Fig. 1: run 1, routing congestion map
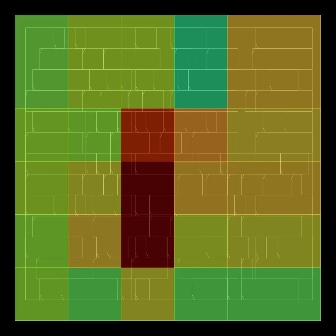
Fig. 2: run 1, cell sizes after repair
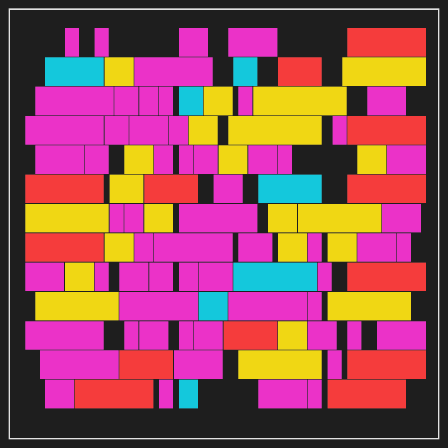
Fig. 3: run 1, cell classes on the final placement
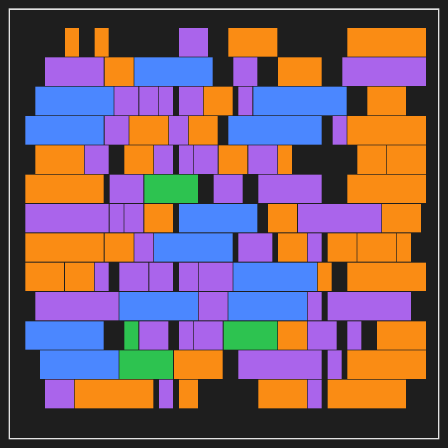
Fig. 4: run 1, cell density map
The die is cut into 8 by 8 equal tiles; black is low, pale yellow is high, 0 to 100% covered.
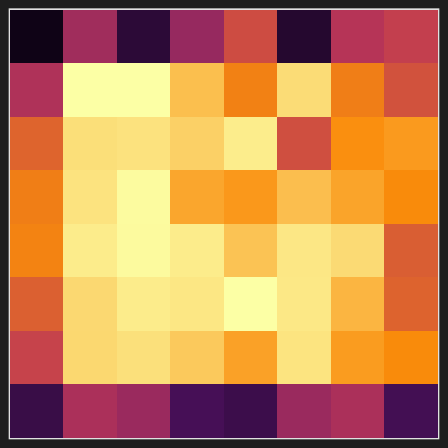
File: src/rtl/prio_enc_arb.sv
// prio_enc_arb: latches request pulses and grants one encoded index at a time to a valid/ready consumer.
// Latency: one registered cycle from a req on an idle block to out_valid; back-to-back grants have no bubble.
// Backpressure: while out_ready is low the grant is held stable and new requests merge into pending.
// Optional feature: define PRIO_ENC_RR_EN for round-robin search starting below the last granted index.
module prio_enc_arb #(
  parameter int N = 8,
  parameter int W = 3
) (
  input  logic         clk,
  input  logic         rst,
  input  logic [N-1:0] req,
  input  logic         out_ready,
  output logic         out_valid,
  output logic [W-1:0] out_idx,
  output logic [N-1:0] pending,
  output logic         none_pending
);

  typedef enum logic {S_EMPTY = 1'b0, S_HOLD = 1'b1} state_t;

  state_t         state, state_nxt;
  logic [W-1:0]   idx_nxt;
  logic [N-1:0]   pending_nxt;
  logic [N-1:0]   cand;
  logic [N-1:0]   sel_onehot;
  logic [W-1:0]   sel_idx;
  logic           load;

`ifdef PRIO_ENC_RR_EN
  logic [W-1:0]   last_idx, last_idx_nxt;
`endif

  assign cand         = pending | req;
  assign out_valid    = (state == S_HOLD);
  assign none_pending = ~(|pending) & ~out_valid;
  // The output register reloads when empty or when the consumer takes the current grant.
  assign load         = (state == S_EMPTY) || (out_valid && out_ready);

`ifdef PRIO_ENC_RR_EN
  // Round-robin pick: search downward from last_idx-1, wrapping, so last_idx is considered last.
  always_comb begin
    logic found;
    int   pos;
    found   = 1'b0;
    sel_idx = '0;
    pos     = 0;
    for (int i = 0; i < N; i++) begin
      pos = (int'(last_idx) + N - 1 - i) % N;
      if (!found && cand[pos]) begin
        found   = 1'b1;
        sel_idx = W'(pos);
      end
    end
  end
`else
  // Fixed-priority pick: the highest set index of cand wins.
  always_comb begin
    sel_idx = '0;
    for (int i = 0; i < N; i++) begin
      if (cand[i]) begin
        sel_idx = W'(i);
      end
    end
  end
`endif

  // Decode the selected index so the granted bit can be removed from pending.
  always_comb begin
    sel_onehot = '0;
    for (int i = 0; i < N; i++) begin
      if (sel_idx == W'(i)) begin
        sel_onehot[i] = 1'b1;
      end
    end
  end

  // Next-state and next-register values for the EMPTY/HOLD grant register.
  always_comb begin
    state_nxt    = state;
    idx_nxt      = out_idx;
    pending_nxt  = cand;
`ifdef PRIO_ENC_RR_EN
    last_idx_nxt = last_idx;
`endif
    if (load) begin
      if (|cand) begin
        state_nxt    = S_HOLD;
        idx_nxt      = sel_idx;
        // A req bit granted this cycle is consumed here, not re-latched.
        pending_nxt  = cand & ~sel_onehot;
`ifdef PRIO_ENC_RR_EN
        last_idx_nxt = sel_idx;
`endif
      end else begin
        // Nothing to grant: drop to EMPTY, keep the stale index for observability.
        state_nxt   = S_EMPTY;
        pending_nxt = '0;
      end
    end
  end

  // State and grant registers with synchronous reset; req in a reset cycle is discarded.
  always_ff @(posedge clk) begin
    if (rst) begin
      state    <= S_EMPTY;
      out_idx  <= '0;
      pending  <= '0;
`ifdef PRIO_ENC_RR_EN
      last_idx <= '0;
`endif
    end else begin
      state    <= state_nxt;
      out_idx  <= idx_nxt;
      pending  <= pending_nxt;
`ifdef PRIO_ENC_RR_EN
      last_idx <= last_idx_nxt;
`endif
    end
  end

endmodule

File: config.mk
export PLATFORM = sky130hd
export DESIGN_NAME = prio_enc_arb
export DESIGN_NICKNAME = d
export VERILOG_FILES = /design/src/rtl/prio_enc_arb.sv
export SDC_FILE = /design/constraint.sdc
export NUM_CORES = 1
export LEC_CHECK = 0
export CORE_UTILIZATION = 40
export CTS_BUF_LIST = sky130_fd_sc_hd__clkbuf_8 sky130_fd_sc_hd__clkbuf_16
export DETAILED_ROUTE_END_ITERATION = 8
export PLACE_DENSITY = 0.77
export RECOVER_POWER = 50
export SLEW_MARGIN = 20
export SYNTH_ARGS = -nofsm -noshare
export SYNTH_HDL_FRONTEND = slang
export SYNTH_SLANG_ARGS = --single-unit
export TNS_END_PERCENT = 50
File: constraint.sdc
create_clock -name clk -period 1.52 [get_ports clk]
set_input_delay 0.304 -clock clk [delete_from_list [all_inputs] [get_ports clk]]
set_output_delay 0.304 -clock clk [all_outputs]
set_load 0.05 [all_outputs]
==> impl_metrics.py, run 1 <==
# Auto-generated metrics
metrics = {
    "worst_setup_path": {
        "critPathMaxStageDelay_ns": 0.35,
        "cp-end-kind": "output pin",
        "cp.required_ns": 1.22,
        "arrival_ns": 1.37,
        "reg2reg_depth": 5,
        "cp_cell_sequence": "nor4_4 -> nand2_2 -> nor4_4 -> buf_12",
        "critical_path.most_common_cell": "nor4_4",
        "crit_fanout": 2,
        "worst_path_max_delay_cell": "dfxtp_4",
        "path_class": "flip-flop to output pin",
        "cp-start-kind": "flip-flop",
    },
    "synthesis": {
        "synth_nets": 70,
        "yosys_warnings": 0,
        "ys_ff": 12,
        "ys_seq_share_pct": 42.2,
        "synthCells": 59,
        "area_leaders": "dfxtp_1 (42%), nor4_4 (11%), nor2_1 (7.9%)",
        "synth_cell_types": 21,
        "ys_area_sq_um": 569,
        "top_area_cell": "dfxtp_1",
        "netlist_area_sq_um": 569,
        "top_area_share_pct": 42.2,
        "synth.avg_cell_area_sq_um": 9.65,
        "yosys_cells": 59,
    },
    "global_route": {
        "antenna_found_initial": 0,
        "grt_max_degree": 8,
        "grt_util_all_layers_pct": 27.4,
        "grt_pass1_vias": 612,
        "grt_pass1_wl_um": 2800,
        "gr-total-overflow": 0,
    },
    "sta": {
        "relSlewSlack_pct": 59.0,
        "finalCritPeriodShare_pct": 110,
        "hold_violations": 0,
        "max_freq_mhz": 597,
        "worst_slack_ns": -0.156,
        "fin_crit_ns": 1.68,
        "clock-skew-final_ns": 0.00613,
        "fin_tns_setup_ns": -0.411,
        "tightest_slew_ns": 0.617,
        "whs_ns": 0.467,
        "rsz0062_at_grt": "true",
        "report.final.slew_viol_count": 0,
        "setup_violations": 6,
    },
    "die": {
        "die_y_um": 39.7,
        "die_w_um": 39.7,
        "chipArea_sq_um": 1580,
        "pin_count": 24,
    },
    "placement": {
        "io_buffers": 23,
        "globalplace.congestion": 0.858,
        "dp.cells": 110,
        "place_hpwl_um": 1250,
        "place_ws_ns": -0.260,
        "placed_area_sq_um": 1070,
    },
    "detailed_routing": {
        "ant_nets": 0,
        "first_iter_violations": 35,
        "vias_per_cell": 5.54,
        "finalWirelength_um": 2050,
        "vias": 648,
        "firstDrtPassIters": 4,
        "drcViolationCount": 0,
    },
    "clock_network": {
        "worstSkewPairLatency_ns": 0.24,
        "root_buffer": "clkbuf_8",
        "clk_pin_slew_ns": 0.06,
        "cts.sinks": 12,
        "cts_tree": "yes",
        "cts-hold-fix-buffers": 0,
        "cts_buffers": 3,
        "cts_buffer_depth": 2,
        "htreeDepth": 1,
    },
    "worst_hold_path": {
        "hold_depth": 3,
        "hp-class": "input pin to flip-flop",
    },
    "run_status": {
        "violations": "setup timing",
        "outcome": "finished, violations left",
    },
    "power_and_ir_drop": {
        "powerDensity_nw_per_um2": 887,
        "p_total_mw": 0.996,
        "p_leak_nw": 0.472,
        "ir_drop_v": 0.000762,
    },
    "finish": {
        "fin_nets": 114,
        "instances_no_fill": 117,
        "drive_gt1_share_pct": 41.2,
        "n_antenna_cell": 0,
    },
    "job": {
        "drv_cap": 0,
        "warning_count": 29,
    },
}
-- Fig. 1 (at the start) --
GR Util met2: 43.4%
GR peak layer: met2
Util after Layout: 85.3%
Routed wire per std cell: 17.5 um
met1 Use GR: 36.4%

-- Fig. 2 (at the start) --
Red shows _6 and larger, cells 13, share 13%. Cyan shows _2 cells, cells 7, share 6.9%. Yellow shows _3 and _4 cells, cells 22, share 22%. Magenta shows _0 and _1 cells, cells 60, share 59%.
area grow syn2layout: 97.4%
post-route design area: 1120 sq um
Worst Setup Slack, final: -0.156 ns
Plain + repair buffers: 40

-- Fig. 3 (at the start) --
Green shows clock drivers and dummy loads, cells 4, share of their area 4.1%. Orange shows remaining buffers and delay cells, cells 40, share of their area 39%. Blue shows sequential cells, cells 12, share of their area 23%. Purple shows combinational and other logic, cells 46, share of their area 34%.
flop share of the area: 22.2%
core area: 1320 sq um
Row Count: 13

-- Fig. 4 (at the start) --
The fullest tile reaches 100%. The mean over all tiles is 70%. 53% of the tiles are over 75% full.
fp util: 43.2%

[run 1: report_power, final]
group | leakage, nW | switching (mW) | internal (mW)
sequential | 0.102 | 0.0328 | 0.338
combinational | 0.347 | 0.181 | 0.147
clock | 0.0231 | 0.120 | 0.178
[run 1: kinds of logic (layout without fill, tap and decap cells)]
group | after synthesis | count (layout) | synth area share (%)
AOI/OAI and AO/OA | 16 | 16 | 21.8
DFF | 12 | 12 | 42.2
buffers and inverters | 1 | 44 | 0.659
and+or+nand+nor | 30 | 30 | 35.4
[run 1: flip-flops by register name (all words and copies together), names as in the netlist]
signal / cells
out_idx: 3
out_valid: 1
pending: 8
[run 1: Yosys cell counts]
cell type	number
nor2b_1	1
nor3_1	2
a21oi_1	3
nor4_4	3
and3_2	1
dfxtp_1	12
a21boi_0	1
nand3_1	1
nand2_1	3
o21a_1	1
nor2_1	12
o31ai_1	2
a311oi_1	3
nor4_1	2
a31oi_1	1
a41oi_2	1
clkbuf_1	1
and2_4	1
nand2b_1	3
a211oi_1	4
nor4_2	1
[run 1: worst max-delay path: cells and delay by family, from the launching register on]
family	cells	cell delay, ns
buffers and inverters	1	0.18
DFF	1	0.35
and+or+nand+nor	3	0.60
[run 1: placed cells by master (no fill, tap or decap), types with 2 or more instances in the layout]
cell / netlist / layout
a211oi_1: 4 / 4
a21oi_1: 3 / 3
a311oi_1: 3 / 2
buf_12: 0 / 9
buf_4: 0 / 13
clkbuf_1: 1 / 5
clkbuf_8: 0 / 3
clkdlybuf4s50_1: 0 / 5
dfxtp_1: 12 / 9
dfxtp_4: 0 / 2
dlymetal6s2s_1: 0 / 5
nand2_1: 3 / 2
nand2b_1: 3 / 3
nor2_1: 12 / 11
nor3_1: 2 / 2
nor4_4: 3 / 6
o31ai_1: 2 / 2
[run 1: area by class of cell]
cell class / count / area [sq um]
repair buffers: 40 / 435
multi-input cells: 46 / 375
flip-flops and latches: 12 / 249
fillers: 60 / 194
clock buffers: 3 / 41.3
well taps: 15 / 18.8
clock inverters: 1 / 3.75
[run 1: routing by layer]
| layer | share of wire (%) | vias up | global-route usage (%) |
|---|---|---|---|
| met5 | 0 | - | 0 |
| met4 | 2.6 | 0 | 11.2 |
| met3 | 5.5 | 8 | 3.98 |
| met2 | 48 | 34 | 43.4 |
| met1 | 44 | 294 | 36.4 |
| li1 | - | 312 | - |
[run 1: path summary, 6_finish.rpt]
| kind | start | endpoint | slack, ns |
|---|---|---|---|
| worst max-delay path | pending[1] | none_pending | -0.16 |
| worst min-delay path | req[2] | pending[2] | 0.47 |
| worst max register to register | pending[0] | out_idx[1] | -0.02 |
| worst min register to register | out_idx[2] | out_idx[2] | 0.47 |
[run 1: timing repair]
item	4_1_cts	5_1_grt
gates cloned	0	0
gates resized	4	8
buffers inserted	1	2
setup endpoints to repair	4	9
endpoints found under the hold margin	0	0
pin swaps	4	7
==> inputs of run 2 (changes only) <==
Settings changed: SETUP_SLACK_MARGIN from default to 0.5.
==> impl_metrics.py, run 2 <==
# Flow results
metrics = {
    "run_status": {
        "error": "[ERROR DPL-0038] Utilization greater than 100%, impossible to legalize",
        "lastStage": "global routing (5_1_grt)",
        "outcome": "did not finish",
    },
    "die": {
        "die_w_um": 39.7,
        "pin_count": 24,
        "initial_core_util_pct": 43.2,
        "die_y_um": 39.7,
        "rows": 13,
    },
    "synthesis": {
        "aoi_share_pct": 21.8,
        "synthCells": 59,
        "netlist_top_cells_count": "dfxtp_1 (12), nor2_1 (12), a211oi_1 (4)",
        "area_leaders": "dfxtp_1 (42%), nor4_4 (11%), nor2_1 (7.9%)",
        "netlist_area_sq_um": 569,
        "top_area_share_pct": 42.2,
        "yosys_cells": 59,
        "yosys_most_used_dff": "dfxtp_1",
        "ys_ff": 12,
        "synth_cell_types": 21,
        "synth.avg_cell_area_sq_um": 9.65,
        "top_area_cell": "dfxtp_1",
        "yosys_warnings": 0,
        "xor_area_share_pct": 0,
        "ys_area_sq_um": 569,
        "synthTopLogicFamily": "simple AND/OR/NAND/NOR gates",
        "async_reset_ff_share_pct": 0,
        "synth-edff-count": 0,
        "adder_share_pct": 0,
        "ys_seq_share_pct": 42.2,
        "simple_gate_area_share_pct": 35.4,
        "ys_sh_mux_pct": 0,
        "synth_nets": 70,
    },
    "clock_network": {
        "cts_buffers": 3,
        "cts_buffer_depth": 2,
        "root_buffer": "clkbuf_8",
        "cts.sinks": 12,
        "htreeDepth": 1,
    },
    "placement": {
        "placed_area_sq_um": 1100,
        "io_buffers": 23,
        "place_hpwl_um": 1340,
        "globalplace.congestion": 0.834,
        "dp.cells": 111,
    },
    "global_route": {
        "grt_max_degree": 13,
    },
    "sta": {
        "crit_endpoint": "none_pending",
        "worst-ep-kind": "top-level output",
    },
}
[run 2: cell counts after synthesis]
Identical to the previous run, type by type.
[run 2: cells by family after synthesis]
kind of cell / after synthesis
flops: 12
buf+inv: 1
simple gates: 30
compound gates: 16
[run 2: repair_timing]
item                                    CTS
setup buffers                             2
endpoints found under the setup margin   25
hold buffers                              0
endpoints found under the hold margin     0
pin swaps                                18
gates resized                            30
[run 2: per-stage QoR]
step	hold slack, ns	setup slack, ns	util, %	total power, mW
after floorplan	0.369	-0.172	-	0.521
after global placement	0.499	-0.189	83.8	0.709
after detailed placement	0.515	-0.241	83.8	0.715
after CTS	0.502	-0.149	95.5	1.03
==> inputs of run 3 (changes only) <==
Settings changed: CORE_AREA from default to 2 2 63 65, CORE_UTILIZATION 40 to default, CTS_BUF_LIST sky130_fd_sc_hd__clkbuf_8 sky130_fd_sc_hd__clkbuf_16 to default, DIE_AREA from default to 0 0 65 67, PLACE_DENSITY 0.77 to default, PLACE_DENSITY_LB_ADDON from default to 0.15, SETUP_SLACK_MARGIN 0.5 to default.
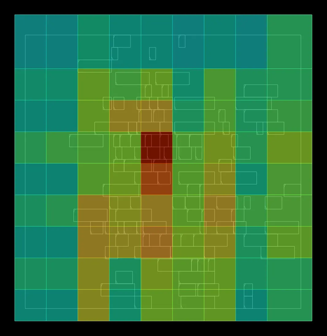
Fig. 5. Routing congestion map (run 3).
met1 Use GR: 10.4%
GR Util met2: 16.5%

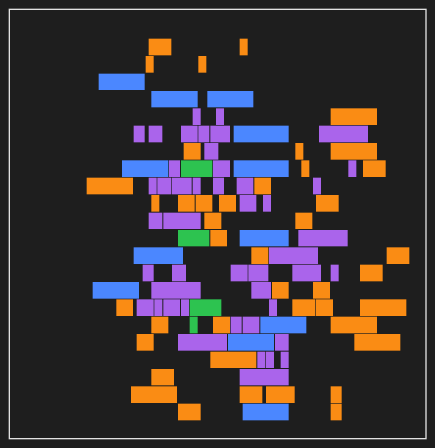
Fig. 6. Cell classes on the final placement (run 3).
Orange shows remaining buffers and delay cells, cells 42, share of their area 38%. Purple shows combinational and other logic, cells 46, share of their area 34%. Green shows clock drivers and dummy loads, cells 4, share of their area 4.2%. Blue shows sequential cells, cells 12, share of their area 23%.
post-route design area: 1140 sq um
Row Count: 22
flop share of the area: 21.9%

==> impl_metrics.py, run 3 <==
# Auto-generated metrics
metrics = {
    "worst_setup_path": {
        "arrival_ns": 1.31,
        "r2r_end": "out_idx[0]",
        "path_class": "flip-flop to output pin",
        "crit_fanout": 2,
        "reg2reg_depth": 5,
        "cp-startpoint": "pending[3]",
        "rrSetupSlack_ns": 0.05,
        "cp-end-kind": "output pin",
    },
    "die": {
        "die_y_um": 67,
        "chipArea_sq_um": 4360,
        "pin_count": 24,
        "die_w_um": 65,
        "coreArea_sq_um": 3610,
    },
    "run_status": {
        "violations": "setup timing",
        "outcome": "finished, violations left",
    },
    "detailed_routing": {
        "dr_wl_met3_um": 60,
        "drt-met1-wl_um": 858,
        "first_iter_violations": 9,
        "ant_nets": 0,
        "firstDrtPassIters": 2,
        "drcViolationCount": 0,
        "vias_per_cell": 4.07,
        "vias": 618,
        "wl_met2_um": 930,
        "finalWirelength_um": 1880,
        "routed.top_layer": "met4",
        "post_drt_wl_per_cell_um": 12.3,
    },
    "synthesis": {
        "synth.avg_cell_area_sq_um": 9.65,
        "netlist_area_sq_um": 569,
        "ys_area_sq_um": 569,
        "top_area_share_pct": 42.2,
        "netlist_top_cells_count": "dfxtp_1 (12), nor2_1 (12), a211oi_1 (4)",
        "synth-edff-count": 0,
        "yosys_warnings": 0,
        "synth_cell_types": 21,
        "synthCells": 59,
        "area_leaders": "dfxtp_1 (42%), nor4_4 (11%), nor2_1 (7.9%)",
        "ys_seq_share_pct": 42.2,
        "async_reset_ff_share_pct": 0,
        "ys_ff": 12,
        "synth_nets": 70,
    },
    "sta": {
        "setup_violations": 1,
        "report.final.slew_viol_count": 0,
        "rsz0062_at_grt": "true",
        "finalCritPeriodShare_pct": 106,
        "max_freq_mhz": 620,
        "tightest_slew_ns": 0.596,
        "fin_crit_ns": 1.61,
        "relSlewSlack_pct": 60.4,
        "hold_violations": 0,
        "clock-skew-final_ns": 0.000491,
        "worst_slack_ns": -0.0919,
    },
    "finish": {
        "fin_nets": 116,
        "drive_gt1_share_pct": 42.3,
        "mostFrequentLayoutCells": "buf_4 (16), nor2_1 (12), clkdlybuf4s50_1 (8), dfxtp_1 (8), buf_12 (8)",
        "syn_to_final_growth_pct": 101,
        "n_antenna_cell": 0,
        "largest-register": "pending",
        "instances_no_fill": 152,
        "mostFrequentLayoutCell": "buf_4",
        "largest_register_ffs": 8,
    },
    "clock_network": {
        "clk_pin_slew_ns": 0.05,
        "cts_buffer_depth": 2,
        "cts_tree": "yes",
        "cts_buffers": 3,
        "worstSkewPairLatency_ns": 0.24,
        "htreeDepth": 1,
        "root_buffer": "clkbuf_8",
        "cts-hold-fix-buffers": 0,
    },
    "worst_hold_path": {
        "hp-class": "flip-flop to flip-flop",
        "hold_depth": 2,
        "min_to": "out_idx[2]",
        "worstHoldStart": "out_idx[2]",
    },
    "job": {
        "warning_count": 29,
        "drv_cap": 0,
    },
    "placement": {
        "place_hpwl_um": 1580,
        "place_ws_ns": -0.334,
        "globalplace.congestion": 0.766,
        "dp.cells": 147,
    },
    "power_and_ir_drop": {
        "ir_drop_v": 0.000230,
        "p_total_mw": 0.983,
        "p_leak_nw": 0.434,
        "powerDensity_nw_per_um2": 860,
    },
    "global_route": {
        "grt_pass1_vias": 680,
        "antenna_found_initial": 0,
        "grt_pass1_wl_um": 2990,
        "grt_util_all_layers_pct": 9.39,
        "grt_max_degree": 8,
        "gr-total-overflow": 0,
    },
}
run 3: worst max path at each step:
stage,endpoint,slack (ns),cells after the start
global route,none_pending,-0.19,4
CTS,none_pending,-0.13,4
detailed placement,out_idx[1],-0.33,4
finish,none_pending,-0.09,4
global placement,out_idx[1],-0.30,4
floorplan,none_pending,-0.17,3
run 3: kinds of logic after synthesis:
family | after synthesis | synth area share [%]
and+or+nand+nor | 30 | 35.4
AOI/OAI and AO/OA | 16 | 21.8
DFF | 12 | 42.2
buffers and inverters | 1 | 0.659
run 3: timing repair:
item,CTS,global route
gates resized,2,5
pin swaps,4,6
buffers inserted,0,1
setup endpoints to repair,3,8
run 3: area by class of cell:
cell class              instances  area [sq um]
fillers                       366          2460
repair buffers                 42           415
multi-input cells              46           372
flip-flops and latches         12           250
well taps                      48          60.1
clock buffers                   3          41.3
clock inverters                 1          3.75
run 3: critical path, cell delays in order (launching register included):
cell,delay (ns)
dfxtp_2,0.33
nor4_4,0.28
nand2_2,0.09
nor4_4,0.19
buf_12,0.18
run 3: per-layer routing:
layer  GRT usage, %  vias up
met4           6.38        0
li1               -      317
met1           10.4      286
met5              0        -
met2           16.5       13
met3           1.52        2
run 3: through the flow:
step | hold WS, ns | area [sq um] | utilization, % | setup TNS [ns]
floorplan | 0.369 | 594 | - | -0.198
global placement | 0.502 | 1150 | 31.8 | -2.08
detailed placement | 0.510 | 1150 | 31.8 | -2.12
CTS | 0.519 | 1210 | 33.4 | -0.230
global route | 0.524 | 1140 | 31.7 | -0.409
finish | 0.477 | 1140 | 31.7 | -0.0919
run 3: report_power, final:
part           leakage (nW)  switching, mW  internal (mW)
Clock                0.0231          0.121          0.178
Combinational         0.309          0.177          0.143
Sequential            0.102         0.0255          0.338
Fig. 7: run 3, cell sizes after repair
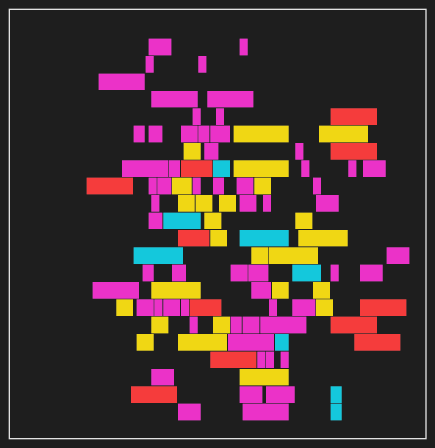

==> inputs of run 4 (changes only) <==
==> constraint.sdc (replaced) <==
create_clock -name clk -period 1.3 [get_ports clk]
set_input_delay 0.26 -clock clk [delete_from_list [all_inputs] [get_ports clk]]
set_output_delay 0.26 -clock clk [all_outputs]
set_load 0.1 [all_outputs]
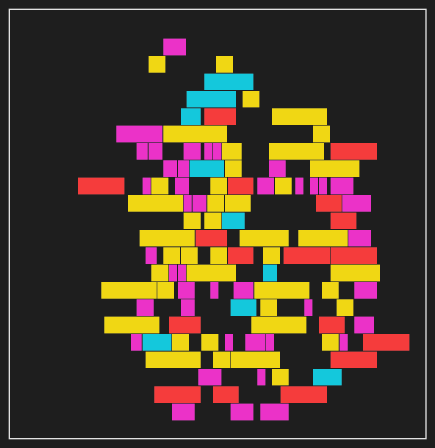
Fig. 8. Cell sizes after repair (run 4).
Yellow shows _3 and _4 cells, cells 43, share 39%. Red shows _6 and larger, cells 17, share 15%. Magenta shows _0 and _1 cells, cells 42, share 38%. Cyan shows _2 cells, cells 9, share 8.1%.
Plain + repair buffers: 49
area grow syn2layout: 130%
Worst Setup Slack, final: -0.318 ns
post-route design area: 1310 sq um

==> impl_metrics.py, run 4 <==
# Auto-generated metrics
metrics = {
    "worst_setup_path": {
        "arrival_ns": 1.36,
        "critPathMaxStageDelay_ns": 0.35,
        "cp_top_family": "simple AND/OR/NAND/NOR gates",
        "cp-start-kind": "flip-flop",
        "cp.required_ns": 1.04,
        "path_class": "flip-flop to output pin",
        "reg2reg_depth": 5,
    },
    "synthesis": {
        "top_area_cell": "dfxtp_1",
        "area_leaders": "dfxtp_1 (42%), nor4_4 (11%), nor2_1 (7.9%)",
        "ys_area_sq_um": 569,
        "synth_cell_types": 21,
        "async_reset_ff_share_pct": 0,
        "ys_seq_share_pct": 42.2,
    },
    "detailed_routing": {
        "vias": 670,
        "first_iter_violations": 12,
    },
    "sta": {
        "clock-skew-final_ns": 0.00473,
        "setup_violations": 9,
        "worst_slack_ns": -0.318,
        "hold_violations": 0,
    },
    "run_status": {
        "outcome": "finished, violations left",
        "violations": "setup timing",
    },
    "finish": {
        "final.fill_count": 354,
        "n_antenna_cell": 0,
    },
    "clock_network": {
        "worstSkewPairLatency_ns": 0.25,
        "cts_buffers": 3,
        "cts_buffer_depth": 2,
        "cts.sinks": 12,
        "clk_pin_slew_ns": 0.05,
    },
    "worst_hold_path": {
        "hp-class": "flip-flop to flip-flop",
        "hold_depth": 2,
    },
    "global_route": {
        "grt_util_all_layers_pct": 10.2,
        "grt_max_degree": 8,
    },
    "job": {
        "warning_count": 29,
        "drv_cap": 0,
    },
    "power_and_ir_drop": {
        "ir_drop_v": 0.000335,
        "p_leak_nw": 0.514,
    },
}
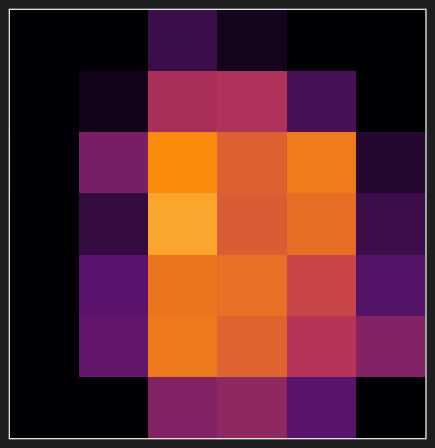
Fig. 9. Cell density map (run 4).
The die is cut into 6 by 7 equal tiles; black is low, pale yellow is high, 0 to 100% covered.
The emptiest ninth of the die: top left. 2.4% of the tiles are over 75% full. 31% of the tiles are nearly empty.
core area: 3610 sq um
Util after Layout: 36.4%
fp util: 15.8%

## run 4: layout make-up
| cell class | count | area (sq um) | area share [%] |
|---|---|---|---|
| sequential | 12 | 277 | 21.1 |
| timing repair buffer | 49 | 519 | 39.6 |
| multi-input combinational | 46 | 410 | 31.3 |
| clock buffer | 4 | 45.0 | 3.44 |
| tap | 48 | 60.1 | 4.58 |
## run 4: per-stage QoR
| stage | utilization (%) | total power [mW] | area (sq um) | hold slack [ns] |
|---|---|---|---|---|
| 2_1_floorplan | - | 0.710 | 621 | 0.322 |
| 3_3_place_gp | 33.1 | 0.963 | 1190 | 0.504 |
| 3_5_place_dp | 33.1 | 0.962 | 1190 | 0.501 |
| 4_1_cts | 36.3 | 1.35 | 1310 | 0.510 |
| 5_1_grt | 36.4 | 1.37 | 1310 | 0.485 |
| 6_report | 36.4 | 1.32 | 1310 | 0.468 |
## run 4: path summary, 6_finish.rpt
path,startpoint,endpoint,slack [ns]
worst max register to register,pending[7],out_idx[1],-0.19
worst max-delay path,pending[1],none_pending,-0.32
worst min-delay path,out_idx[2],out_idx[2],0.47
worst min register to register,out_idx[2],out_idx[2],0.47
## run 4: logic make-up (layout without fill, tap and decap cells)
group	Yosys count	count (layout)	share of synthesized area, %
buffers and inverters	1	53	0.659
flip-flops	12	12	42.2
AND/OR/NAND/NOR	30	30	35.4
AND-OR/OR-AND	16	16	21.8
## run 4: per-layer routing
metal	vias up	part of all wire [%]	global-route usage, %
li1	337	-	-
met1	307	40	11.3
met5	-	0	0
met2	21	50	16.4
met4	0	2.9	7.18
met3	5	7.2	3.21
## run 4: repair_timing
item,in CTS,in global routing
pin swaps,8,11
resized,10,9
hold buffers,0,0
buffers inserted,3,2
endpoints found under the setup margin,11,11
## run 4: where the power goes
group	total (mW)	switching, mW	internal, mW
combinational	0.537	0.326	0.211
clock	0.357	0.141	0.216
sequential	0.424	0.0315	0.392
## run 4: worst register-to-register path, delay by kind of cell (launching register included)
family	cells	cell delay, ns
AND-OR/OR-AND	2	0.41
flip-flops	1	0.36
buffers and inverters	2	0.32
AND/OR/NAND/NOR	1	0.31

==> notes/layouts.md <==
Pictures saved along the way, in no particular order.

Sequential cells colored by netlist name.
Other sequential cells in the stronger gray, the rest of the logic in the fainter gray.
picture 1
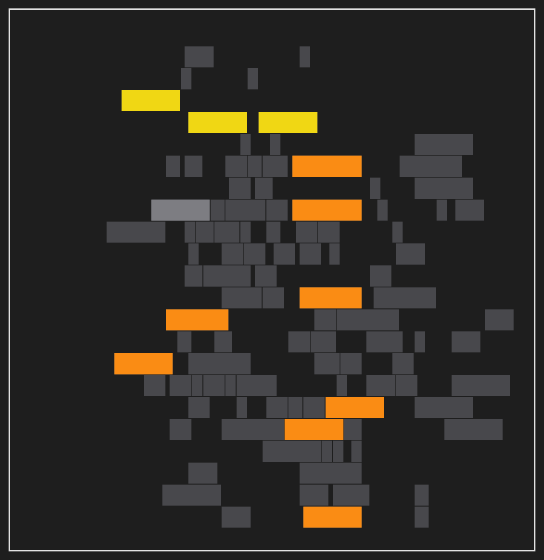
picture 2
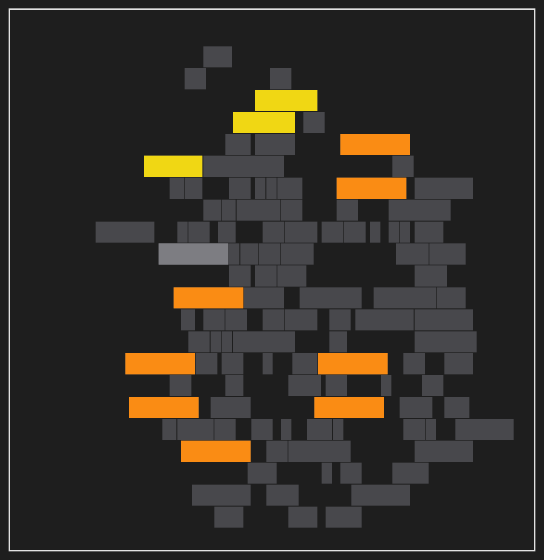
picture 3
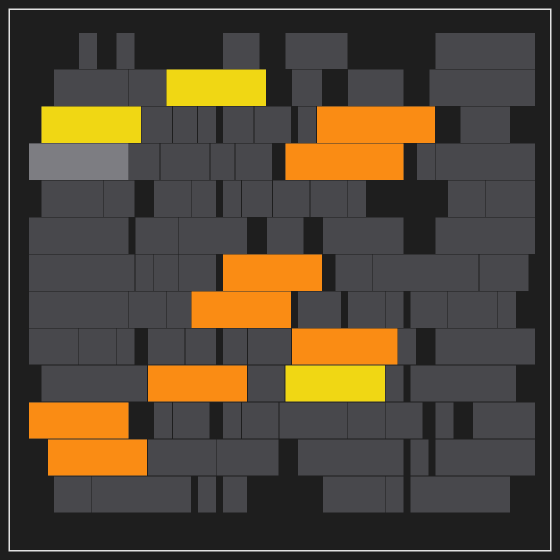
Picture 3 comes from run 1.
Picture 1 comes from run 3.
Picture 2 comes from run 4.
- fewest cells: picture 3

Power is estimated from default activity; no workload was simulated.
